--- config.mk ---
export PLATFORM = sky130hd
export DESIGN_NAME = uart_tx_fifo
export DESIGN_NICKNAME = d
export VERILOG_FILES = /design/src/rtl/uart_tx_fifo.sv
export SDC_FILE = /design/constraint.sdc
export NUM_CORES = 1
export LEC_CHECK = 0
export CAP_MARGIN = 0
export CORE_MARGIN = 1
export CORE_UTILIZATION = 50
export DETAILED_ROUTE_END_ITERATION = 12
export PLACE_DENSITY = 0.69
export SLEW_MARGIN = 20
export SYNTH_ARGS = -nofsm -noshare
export SYNTH_HDL_FRONTEND = slang
export SYNTH_SLANG_ARGS = --single-unit
--- constraint.sdc ---
create_clock -name clk -period 3.55 [get_ports clk]
set_input_delay 0.71 -clock clk [delete_from_list [all_inputs] [get_ports clk]]
set_output_delay 0.71 -clock clk [all_outputs]
set_load 0.01 [all_outputs]
--- src/rtl/uart_tx_fifo.sv ---
// 8N1 UART transmitter, LSB first, fed by a small circular FIFO.
// Back-to-back frames leave no idle gap between stop and start bits.
module uart_tx_fifo #(
  parameter int CLKS_PER_BIT = 10416,
  parameter int FIFO_DEPTH   = 4
) (
  input  logic                          clk,
  input  logic                          rst_n,
  input  logic [7:0]                    in_data,
  input  logic                          in_valid,
  output logic                          in_ready,
  output logic                          tx,
  output logic                          busy,
  output logic                          frame_done,
  output logic [$clog2(FIFO_DEPTH):0]   fifo_count
);

  localparam int AW = $clog2(FIFO_DEPTH);
  localparam int CW = $clog2(CLKS_PER_BIT);
  localparam logic [CW-1:0] LAST = CW'(CLKS_PER_BIT - 1);
  localparam logic [AW:0]   FULL = (AW+1)'(FIFO_DEPTH);

  typedef enum logic [1:0] {
    IDLE,
    START,
    DATA,
    STOP
  } state_t;

  state_t        state, state_n;
  logic [CW-1:0] cnt, cnt_n;
  logic [2:0]    idx, idx_n;
  logic [7:0]    shift, shift_n;
  logic          tx_n;
  logic          pop;
  logic          push;
  logic          bit_end;
  logic          not_empty;

  logic [7:0]    mem [FIFO_DEPTH];
  logic [AW-1:0] wr_ptr;
  logic [AW-1:0] rd_ptr;

  assign in_ready   = (fifo_count != FULL);
  assign not_empty  = (fifo_count != '0);
  assign push       = in_valid && in_ready;
  assign bit_end    = (cnt == LAST);
  assign busy       = (state != IDLE) || not_empty;
  assign frame_done = (state == STOP) && bit_end;

  always_comb begin
    state_n = state;
    cnt_n   = cnt;
    idx_n   = idx;
    shift_n = shift;
    tx_n    = tx;
    pop     = 1'b0;
    unique case (state)
      IDLE: begin
        tx_n = 1'b1;
        if (not_empty) begin
          pop     = 1'b1;
          shift_n = mem[rd_ptr];
          tx_n    = 1'b0;
          cnt_n   = '0;
          state_n = START;
        end
      end
      START: begin
        if (bit_end) begin
          cnt_n   = '0;
          tx_n    = shift[0];
          idx_n   = '0;
          state_n = DATA;
        end else begin
          cnt_n = cnt + CW'(1);
        end
      end
      DATA: begin
        if (bit_end) begin
          cnt_n = '0;
          if (idx == 3'd7) begin
            tx_n    = 1'b1;
            state_n = STOP;
          end else begin
            shift_n = {1'b0, shift[7:1]};
            tx_n    = shift[1];
            idx_n   = idx + 3'd1;
          end
        end else begin
          cnt_n = cnt + CW'(1);
        end
      end
      STOP: begin
        if (bit_end) begin
          cnt_n = '0;
          // chain straight into the next start bit when data is waiting
          if (not_empty) begin
            pop     = 1'b1;
            shift_n = mem[rd_ptr];
            tx_n    = 1'b0;
            state_n = START;
          end else begin
            tx_n    = 1'b1;
            state_n = IDLE;
          end
        end else begin
          cnt_n = cnt + CW'(1);
        end
      end
      default: begin
        state_n = IDLE;
        tx_n    = 1'b1;
      end
    endcase
  end

  always_ff @(posedge clk or negedge rst_n) begin
    if (!rst_n) begin
      state <= IDLE;
      cnt   <= '0;
      idx   <= '0;
      shift <= '0;
      tx    <= 1'b1;
    end else begin
      state <= state_n;
      cnt   <= cnt_n;
      idx   <= idx_n;
      shift <= shift_n;
      tx    <= tx_n;
    end
  end

  always_ff @(posedge clk or negedge rst_n) begin
    if (!rst_n) begin
      wr_ptr     <= '0;
      rd_ptr     <= '0;
      fifo_count <= '0;
    end else begin
      if (push) wr_ptr <= wr_ptr + AW'(1);
      if (pop)  rd_ptr <= rd_ptr + AW'(1);
      unique case ({push, pop})
        2'b10:   fifo_count <= fifo_count + (AW+1)'(1);
        2'b01:   fifo_count <= fifo_count - (AW+1)'(1);
        default: fifo_count <= fifo_count;
      endcase
    end
  end

  // storage is not reset; the pointers alone define what is valid
  always_ff @(posedge clk) begin
    if (push) mem[wr_ptr] <= in_data;
  end

endmodule

Fig. 1: routed clock nets over the placement
Scale bar: 20 um.
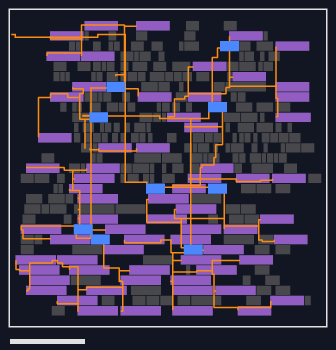
orange -> clock wires  # length 852 um
purple -> flip-flops  # count 67
blue -> clock drivers  # count 9
routed clock nets = 10
flops lie = all over the die

Fig. 2: cell outlines without signal wires
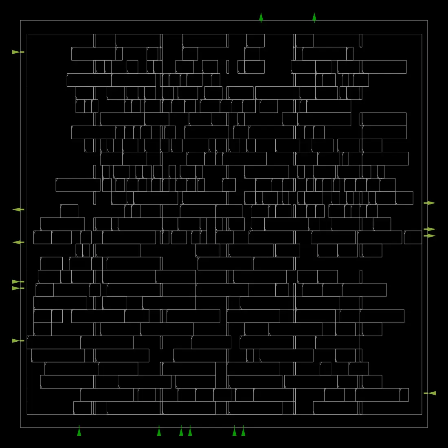
TAP cells: 77
post-route non-filler standard cell count: 371

Fig. 3: met2 routing
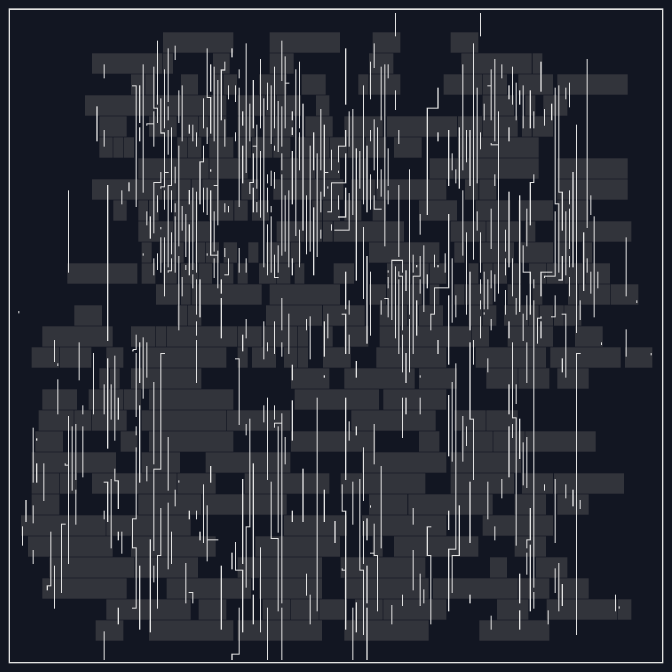
share of all routed wire = 44%
wire length on this layer = 2810 um
nets with wire on the layer = 264

==> results.yml <==
# implementation run metrics
grt:
  use_met2: 0.2794
  grt_pass1_vias: 2114
  overflow: 0
  busiest_layer: "met1"
final_timing:
  worst_slew_pin_slew_ns: 0.7941
  fin_tns_setup_ns: 0
  rsz0062_at_grt: "no"
  clock-skew-final_ns: 0.007082
  min_period_ns: 3.152
  drv_slew: 0
  period_used_share: 0.8879
drt:
  dr.pass1.iters: 4
  top_layer: "met4"
  ant_nets: 0
  drc: 0
  drt_iter0_markers: 138
layout:
  seq_share: 0.4783
  largest_reg_flops: 32
  largestRegisters: "mem: 32 flops, cnt: 14 flops, shift: 8 flops"
  comb_area_um2: 1435
  drive_above_1_share: 0.1871
  clkbuf_count: 9
  largestClassByArea: "flip-flops and latches"
  ff_latch_area_um2: 1838
  diodes: 0
  final_nets: 315
place:
  numPortBuffers: 17
  place_area_um2: 3621
  dp_hpwl_mm: 4.346
clock_tree:
  clk_latency_ns: 0.34
  htreeDepth: 3
  cts.sinks: 67
  path_clk_slew_ns: 0.08
  post-cts-setup-buffers: 0
  cts_resized: 0
synthesis:
  ys_seq_frac: 0.5409
  netlist_area_um2: 3398
  ys_warn_count: 0
  synthesis.nets: 295
  synth_top_area_share: 0.2828
  yosysTopAreaCell: "edfxtp_1"
  ff_type: "dfrtp_1"
  synth_stat.cells: 269
  ys_area_um2: 3398
  edf_count: 32
  simple_gate_share: 0.1384
hold_path:
  hp-class: "input pin to asynchronous set/reset pin"
floorplan:
  dieWidth_um: 84.44
  core_area_um2: 6459
setup_path:
  cp-start-kind: "flip-flop"
  reg2reg_slack_ns: 0.40
  cp_max_fo: 11
  slowest_delay_ns: 0.72
  required_ns: 3.81
  crit_family: "simple AND/OR/NAND/NOR gates"
  cp.depth: 10
  cp_slowest_cell: "or4b_2"
  cp_num_buf_inv: 1
power_and_ir_drop:
  intPower_w: 0.001459
  powerDensity_nw_per_um2: 516.4
  pg_comb_w: 0.000281
  pwr-share-clk: 0.360
  clk-power_w: 0.000714
run_status:
  status: "finished, final reports clean"
run:
  drv_cap: 0
Fig. 4: placed cells, one colour a class
Scale bar: 20 um.
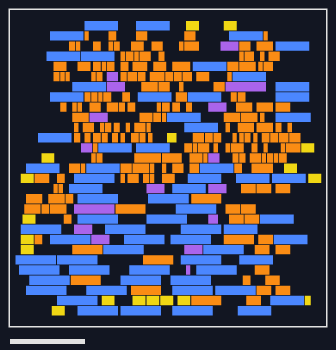
orange -> combinational and other logic  # cells 193, share of their area 40%
yellow -> remaining buffers and delay cells  # cells 18, share of their area 4.6%
purple -> clock drivers and dummy loads  # cells 16, share of their area 5.9%
blue -> sequential cells  # cells 67, share of their area 49%
cell row count: 29
final instance area: 3842 um^2
Core Util, Final: 0.5949

Fig. 5: gate families picked out
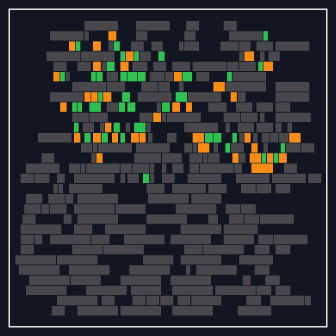
green -> nand cells  # cells 39, most used nand2_1
orange -> aoi and oai cells  # cells 36, most used o21ai_0
logic share of the area: 0.3735
most instantiated logic cell after routing: dfrtp_1

Power is estimated from default activity; no workload was simulated.
